## src/rtl/uart_tx_arbiter.sv

```systemverilog
// Round-robin arbiter sharing one UART transmitter between NREQ byte requesters.
// The winner's byte is latched and the send/busy handshake is sequenced:
// SEND until nBusyIN drops, WAIT until it rises, DONE pulses ackOUT to the owner.
// Optional feature: define UART_ARB_TIMEOUT_EN to abort a SEND that the
// transmitter never accepts within TIMEOUT cycles (errOUT pulse, no ack).
`timescale 1ns/1ps

module uart_tx_arbiter #(
    parameter int unsigned NREQ    = 4,
    parameter int unsigned DW      = 8,
    parameter int unsigned TIMEOUT = 1024
) (
    input  logic               clkIN,
    input  logic               resetIN,
    input  logic [NREQ-1:0]    reqIN,
    input  logic [NREQ*DW-1:0] dataIN,
    input  logic               nBusyIN,
    output logic               sendOUT,
    output logic [DW-1:0]      txDataOUT,
    output logic [NREQ-1:0]    grantOUT,
    output logic [NREQ-1:0]    ackOUT,
    output logic               activeOUT,
    output logic               errOUT
);

    localparam int unsigned PW = (NREQ > 1) ? $clog2(NREQ) : 1;

    typedef enum logic [1:0] {
        StIdle,
        StSend,
        StWait,
        StDone
    } state_e;

    state_e            state_q, state_d;
    logic              send_q, send_d;
    logic [DW-1:0]     tx_q, tx_d;
    logic [NREQ-1:0]   grant_q, grant_d;
    logic [NREQ-1:0]   ack_q, ack_d;
    logic              active_q, active_d;
    logic [PW-1:0]     ptr_q, ptr_d;
    logic [PW-1:0]     owner_q, owner_d;

    logic [NREQ-1:0]   upper_req;
    logic [NREQ-1:0]   pick_req;
    logic [NREQ-1:0]   win_oh;
    logic [PW-1:0]     win_idx;
    logic [DW-1:0]     win_data;
    logic [PW-1:0]     next_ptr;

`ifdef UART_ARB_TIMEOUT_EN
    localparam int unsigned CW = $clog2(TIMEOUT + 1);
    logic [CW-1:0]     cnt_q, cnt_d;
    logic              err_q, err_d;
`endif

    // Round-robin pick: lowest requester at or above the pointer, else lowest overall (wrap).
    always_comb begin
        upper_req = '0;
        pick_req  = '0;
        win_oh    = '0;
        win_idx   = '0;
        win_data  = '0;
        for (int i = 0; i < int'(NREQ); i++) begin
            upper_req[i] = reqIN[i] & (PW'(i) >= ptr_q);
        end
        pick_req = (|upper_req) ? upper_req : reqIN;
        // Descending scan so the lowest set index is the last one written.
        for (int i = int'(NREQ) - 1; i >= 0; i--) begin
            if (pick_req[i]) begin
                win_oh    = '0;
                win_oh[i] = 1'b1;
                win_idx   = PW'(i);
            end
        end
        for (int i = 0; i < int'(NREQ); i++) begin
            if (win_oh[i]) begin
                win_data = dataIN[i*DW +: DW];
            end
        end
    end

    // Pointer moves to the slot just past the owner once its transfer ends.
    always_comb begin
        next_ptr = (owner_q == PW'(NREQ - 1)) ? '0 : owner_q + PW'(1);
    end

    // FSM next-state and registered-output values.
    always_comb begin
        state_d  = state_q;
        send_d   = send_q;
        tx_d     = tx_q;
        grant_d  = grant_q;
        ack_d    = '0;
        ptr_d    = ptr_q;
        owner_d  = owner_q;
`ifdef UART_ARB_TIMEOUT_EN
        cnt_d    = cnt_q;
        err_d    = 1'b0;
`endif
        case (state_q)
            StIdle: begin
                // A busy transmitter blocks new grants even with requests pending.
                if ((|reqIN) && nBusyIN) begin
                    tx_d    = win_data;
                    grant_d = win_oh;
                    owner_d = win_idx;
                    send_d  = 1'b1;
                    state_d = StSend;
`ifdef UART_ARB_TIMEOUT_EN
                    cnt_d   = '0;
`endif
                end
            end
            StSend: begin
                if (!nBusyIN) begin
                    send_d  = 1'b0;
                    state_d = StWait;
                end
`ifdef UART_ARB_TIMEOUT_EN
                else if (cnt_q == CW'(TIMEOUT - 1)) begin
                    send_d  = 1'b0;
                    grant_d = '0;
                    err_d   = 1'b1;
                    ptr_d   = next_ptr;
                    state_d = StIdle;
                end else begin
                    cnt_d = cnt_q + CW'(1);
                end
`endif
            end
            StWait: begin
                if (nBusyIN) begin
                    ack_d   = grant_q;
                    grant_d = '0;
                    ptr_d   = next_ptr;
                    state_d = StDone;
                end
            end
            StDone: begin
                state_d = StIdle;
            end
            default: begin
                state_d = StIdle;
            end
        endcase
        active_d = (state_d != StIdle);
    end

    // State and output registers; reset clears everything asynchronously.
    always_ff @(posedge clkIN or posedge resetIN) begin
        if (resetIN) begin
            state_q  <= StIdle;
            send_q   <= 1'b0;
            tx_q     <= '0;
            grant_q  <= '0;
            ack_q    <= '0;
            active_q <= 1'b0;
            ptr_q    <= '0;
            owner_q  <= '0;
`ifdef UART_ARB_TIMEOUT_EN
            cnt_q    <= '0;
            err_q    <= 1'b0;
`endif
        end else begin
            state_q  <= state_d;
            send_q   <= send_d;
            tx_q     <= tx_d;
            grant_q  <= grant_d;
            ack_q    <= ack_d;
            active_q <= active_d;
            ptr_q    <= ptr_d;
            owner_q  <= owner_d;
`ifdef UART_ARB_TIMEOUT_EN
            cnt_q    <= cnt_d;
            err_q    <= err_d;
`endif
        end
    end

    assign sendOUT   = send_q;
    assign txDataOUT = tx_q;
    assign grantOUT  = grant_q;
    assign ackOUT    = ack_q;
    assign activeOUT = active_q;
`ifdef UART_ARB_TIMEOUT_EN
    assign errOUT    = err_q;
`else
    assign errOUT    = 1'b0;
`endif

endmodule

```

## config.mk

```make
export PLATFORM = sky130hd
export DESIGN_NAME = uart_tx_arbiter
export DESIGN_NICKNAME = d
export VERILOG_FILES = /design/src/rtl/uart_tx_arbiter.sv
export SDC_FILE = /design/constraint.sdc
export NUM_CORES = 1
export LEC_CHECK = 0
export CAP_MARGIN = 30
export CELL_PAD_IN_SITES_DETAIL_PLACEMENT = 0
export CELL_PAD_IN_SITES_GLOBAL_PLACEMENT = 2
export CORE_ASPECT_RATIO = 0.8
export CORE_UTILIZATION = 26
export CTS_CLUSTER_DIAMETER = 120
export CTS_CLUSTER_SIZE = 30
export DETAILED_ROUTE_END_ITERATION = 7
export GPL_TIMING_DRIVEN = 1
export PLACE_DENSITY = 0.83
export SLEW_MARGIN = 20
export SYNTH_ARGS = -nofsm -noshare
export SYNTH_HDL_FRONTEND = slang
export SYNTH_SLANG_ARGS = --single-unit
```

## constraint.sdc

```tcl
create_clock -name clkIN -period 3.11 [get_ports clkIN]
set_input_delay 0.622 -clock clkIN [delete_from_list [all_inputs] [get_ports clkIN]]
set_output_delay 0.622 -clock clkIN [all_outputs]
set_load 0.02 [all_outputs]
```

==> run_1/pdn.png <==
The bar under the picture is 20 µm long. Pins as bars on the die edge. Tap cells in gray.
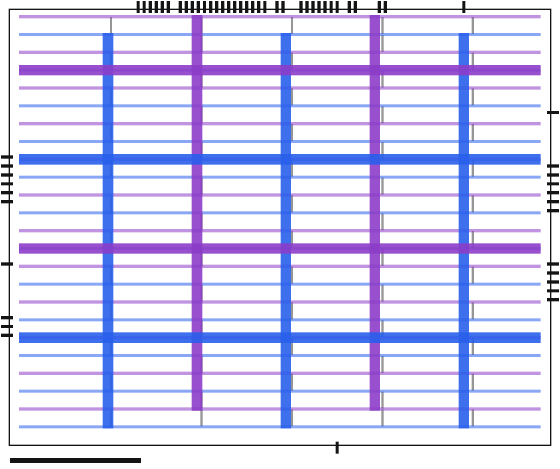
| net | color |
|---|---|
| VSS | blue |
| VDD | purple |
rows: 23
met1 rails: 24
signal pins: 58

==> run_1/cell_classes.png <==
The bar under the picture is 20 µm long.
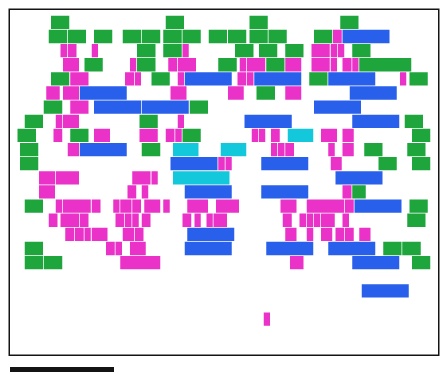
| class | color | cells | share of their area |
|---|---|---|---|
| other buffers and delay cells | green | 58 | 30% |
| all other logic | magenta | 110 | 35% |
| flops | blue | 24 | 31% |
| clock drivers and dummy loads | cyan | 4 | 3.7% |

==> run_1/clock_map.png <==
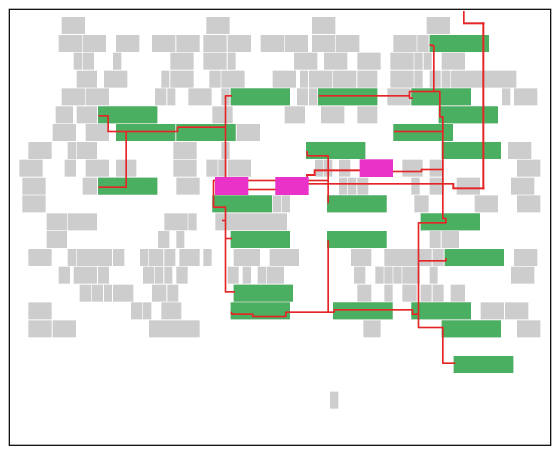
[clock wires] red | length: 329 µm
[flip-flops] green | count: 24
[cells driving clock nets] magenta | count: 3
routed clock nets: 4
Clk network pwr share: 19.1%
worst clock skew: 6.32 ps
Clk. pwr: 274 µW
Latency at later pin: 270 ps

==> run_1/metal_stack.png <==
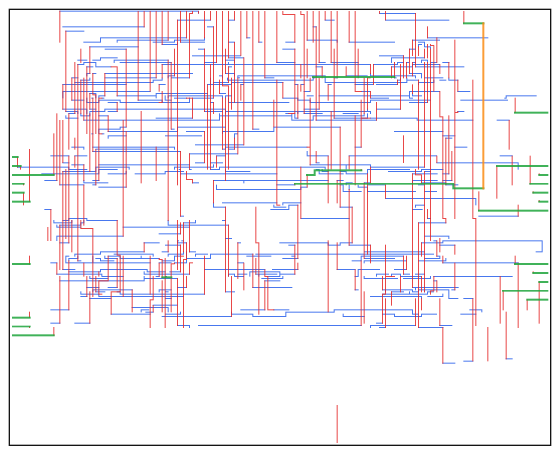
| layer | color | wire length |
|---|---|---|
| met1 | blue | 1850 µm |
| met3 | green | 131 µm |
| met2 | red | 1760 µm |
| met4 | orange | 25.2 µm |
gr usage total: 14.9%
Vias: 1262
routed wire length: 3770 µm
WL per Instance: 14.6 µm

-- run 1: layer usage --
layer	vias to the layer above	routed length (µm)	track usage [%]
li1	624	-	-
met1	606	1850	21.3
met2	30	1760	22.7
met3	2	131	3.31
met4	0	25	2.85
met5	-	0	0
-- run 1: kinds of logic after synthesis --
| group | synth area share [%] |
|---|---|
| adder cells (fa/ha/maj) | 0.931 |
| other | 0.279 |
| multiplexers | 0.838 |
| buffers and inverters | 5.68 |
| flip-flops | 44.7 |
| AND-OR/OR-AND | 26.0 |
| AND/OR/NAND/NOR | 21.6 |
-- run 1: flip-flops by register name (all words and copies together), names as in the netlist --
register	count
sendOUT	1
ptr_q	2
owner_q	2
ackOUT	4
grantOUT	4
txDataOUT	8
activeOUT	1
state_q	2
==> results_dict.tcl, run 1 <==
# flow metrics
set metrics [dict create \
    holdPathEnd "ptr_q[0]" \
    crit_required_ps 3310 \
    seqCellArea_um2 601 \
    comb-power_uw 648 \
    nFillCells 516 \
    cp.depth 5 \
    crit_start "reqIN[2]" \
    tritoncts "yes" \
    top_area_cell "dfrtp_1" \
    drv_slew 0 \
    cts.path.max_buffers 2 \
    whs_ps 505 \
    dp_cells 253 \
    status "finished clean" \
    fin_util_pct 40.8 \
    ff_type "dfrtp_1" \
    cts-hold-fix-buffers 0 \
    switching_share_pct 36.6 \
    grt_pass1_wl_um 6090 \
    rr_startpoint "state_q[1]" \
    edf_count 0 \
    synth_warnings 0 \
    syn2layout_area_growth_pct 51.1 \
]
--- run 2 (diff from run 1) ---
- CORE_UTILIZATION: 26 -> 24
- PLACE_DENSITY: 0.83 -> 0.78
- clock period: 3.11 -> 2.38 ns (I/O delays scaled with it)
==> run_2/metal_stack.png <==
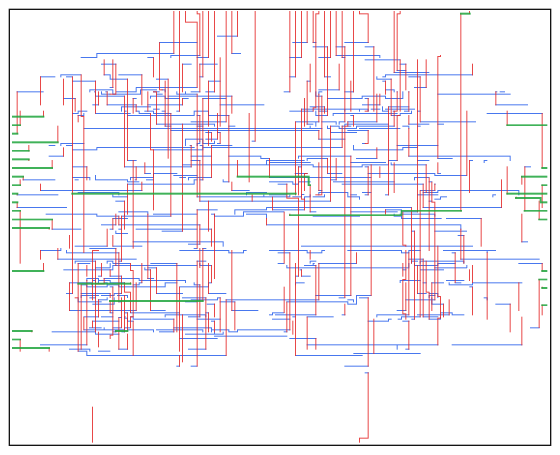
Vias: 1306
gr usage total: 13.9%

==> run_2/pdn.png <==
The bar under the picture is 20 µm long. Pins as bars on the die edge. Tap cells in gray.
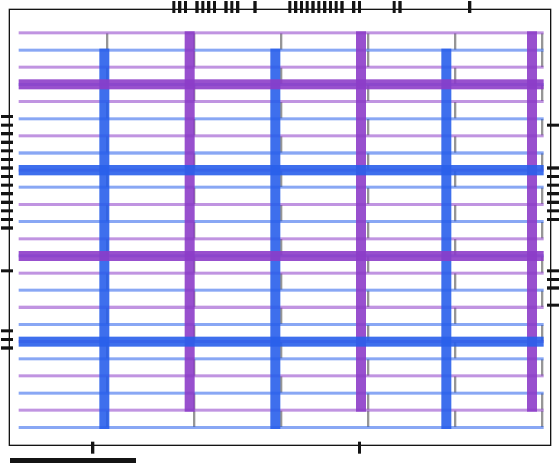
die y size: 68.9 µm
Placeable Area: 0.00521 mm²
worst IR drop on VDD: 0.298 mV

==> run_2/clock_map.png <==
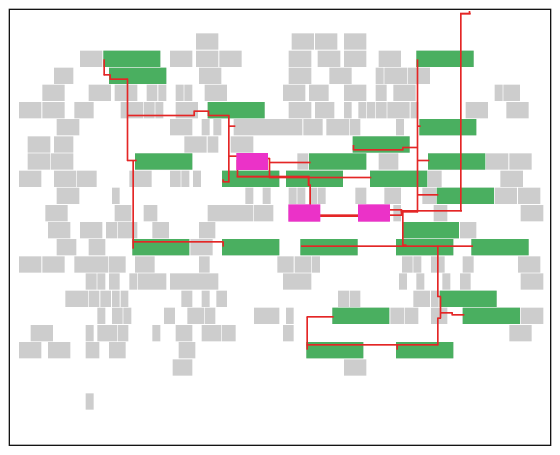
Clk network pwr share: 19.0%
Clk. pwr: 362 µW
worst clock skew: 3.02 ps

==> run 2 against run 1 <==
  * Cell count up 8.9%
  * Sequential power up 33%
  * Critical path depth increased by 1
  * Critical path type unchanged
  * Synthesized area unchanged
  * Register-to-register slack got worse by 720 ps
  * First-iteration DRC count increased by 6.1%
  * Critical endpoint is now txDataOUT[2]
  * Largest power group unchanged
==> results_dict.tcl, run 2 <==
# flow metrics
set metrics [dict create \
    synth.yosys.seq_area_share_pct 44.7 \
    routed-wl-met3_um 190 \
    rr_startpoint "ptr_q[0]" \
    yosys.area_share.simple_pct 21.6 \
    gr-usage-met3_pct 2.62 \
    tritoncts "yes" \
    nFillCells 539 \
    crit_required_ps 2540 \
    final-clk-cell-share_pct 3.39 \
    dieArea_mm2 0.00590 \
    synth_warnings 0 \
    whs_ps 510 \
    met1_usage_pct 19.1 \
    dp_cells 277 \
    top_layer "met3" \
    netlist_logic_family_top "AND-OR/OR-AND gates" \
    ff_type "dfrtp_1" \
    grt_pass1_wl_um 6310 \
    fin_setup_tns_ps 0 \
    top_usage_layer "met2" \
    cts-hold-fix-buffers 0 \
    syn2layout_area_growth_pct 56.4 \
    cts.path.max_buffers 2 \
    yosys.area_share.xor_xnor_pct 0 \
    fp.dieW_um 85.7 \
    met2_usage_pct 23.1 \
    top_area_cell "dfrtp_1" \
    wl_met2_um 1780 \
    routed_wirelength_um 3880 \
    clock_latency_ps 270 \
    drv_slew 0 \
    ys_cells 143 \
    seqCellArea_um2 601 \
    seq_share_pct 28.6 \
    status "finished clean" \
    wl_per_cell_um 13.8 \
    ant_nets 0 \
    crit_start "reqIN[2]" \
    clkTransAtPathRegs_ps 90 \
    edf_count 0 \
    wl_met1_um 1900 \
    adder_share_pct 0.931 \
    synth.mux.area_fraction_pct 0.838 \
]
==> run 2: stage by stage <==
stage / power (µW) / utilization, % / worst slack (ps)
2_1_floorplan: 1160 / - / 600
3_3_place_gp: 1540 / 39.0 / -37.9
3_5_place_dp: 1560 / 39.0 / -90.1
4_1_cts: 1930 / 40.4 / 199
5_1_grt: 2040 / 40.4 / 95.7
6_report: 1910 / 40.4 / 203
==> run 2: worst max-delay path, cell delays in order <==
cell,delay (ps)
clkdlybuf4s50_1,700
nand2b_1,120
a311oi_1,290
nor2_1,210
a22o_1,240
a221o_1,290
==> run 2: power breakdown <==
group	internal (µW)	switching, µW	total [µW]
registers	541	134	676
logic	441	428	869
clock network	225	137	362
Power figures rest on the tool's default switching activity, not on a simulated workload.
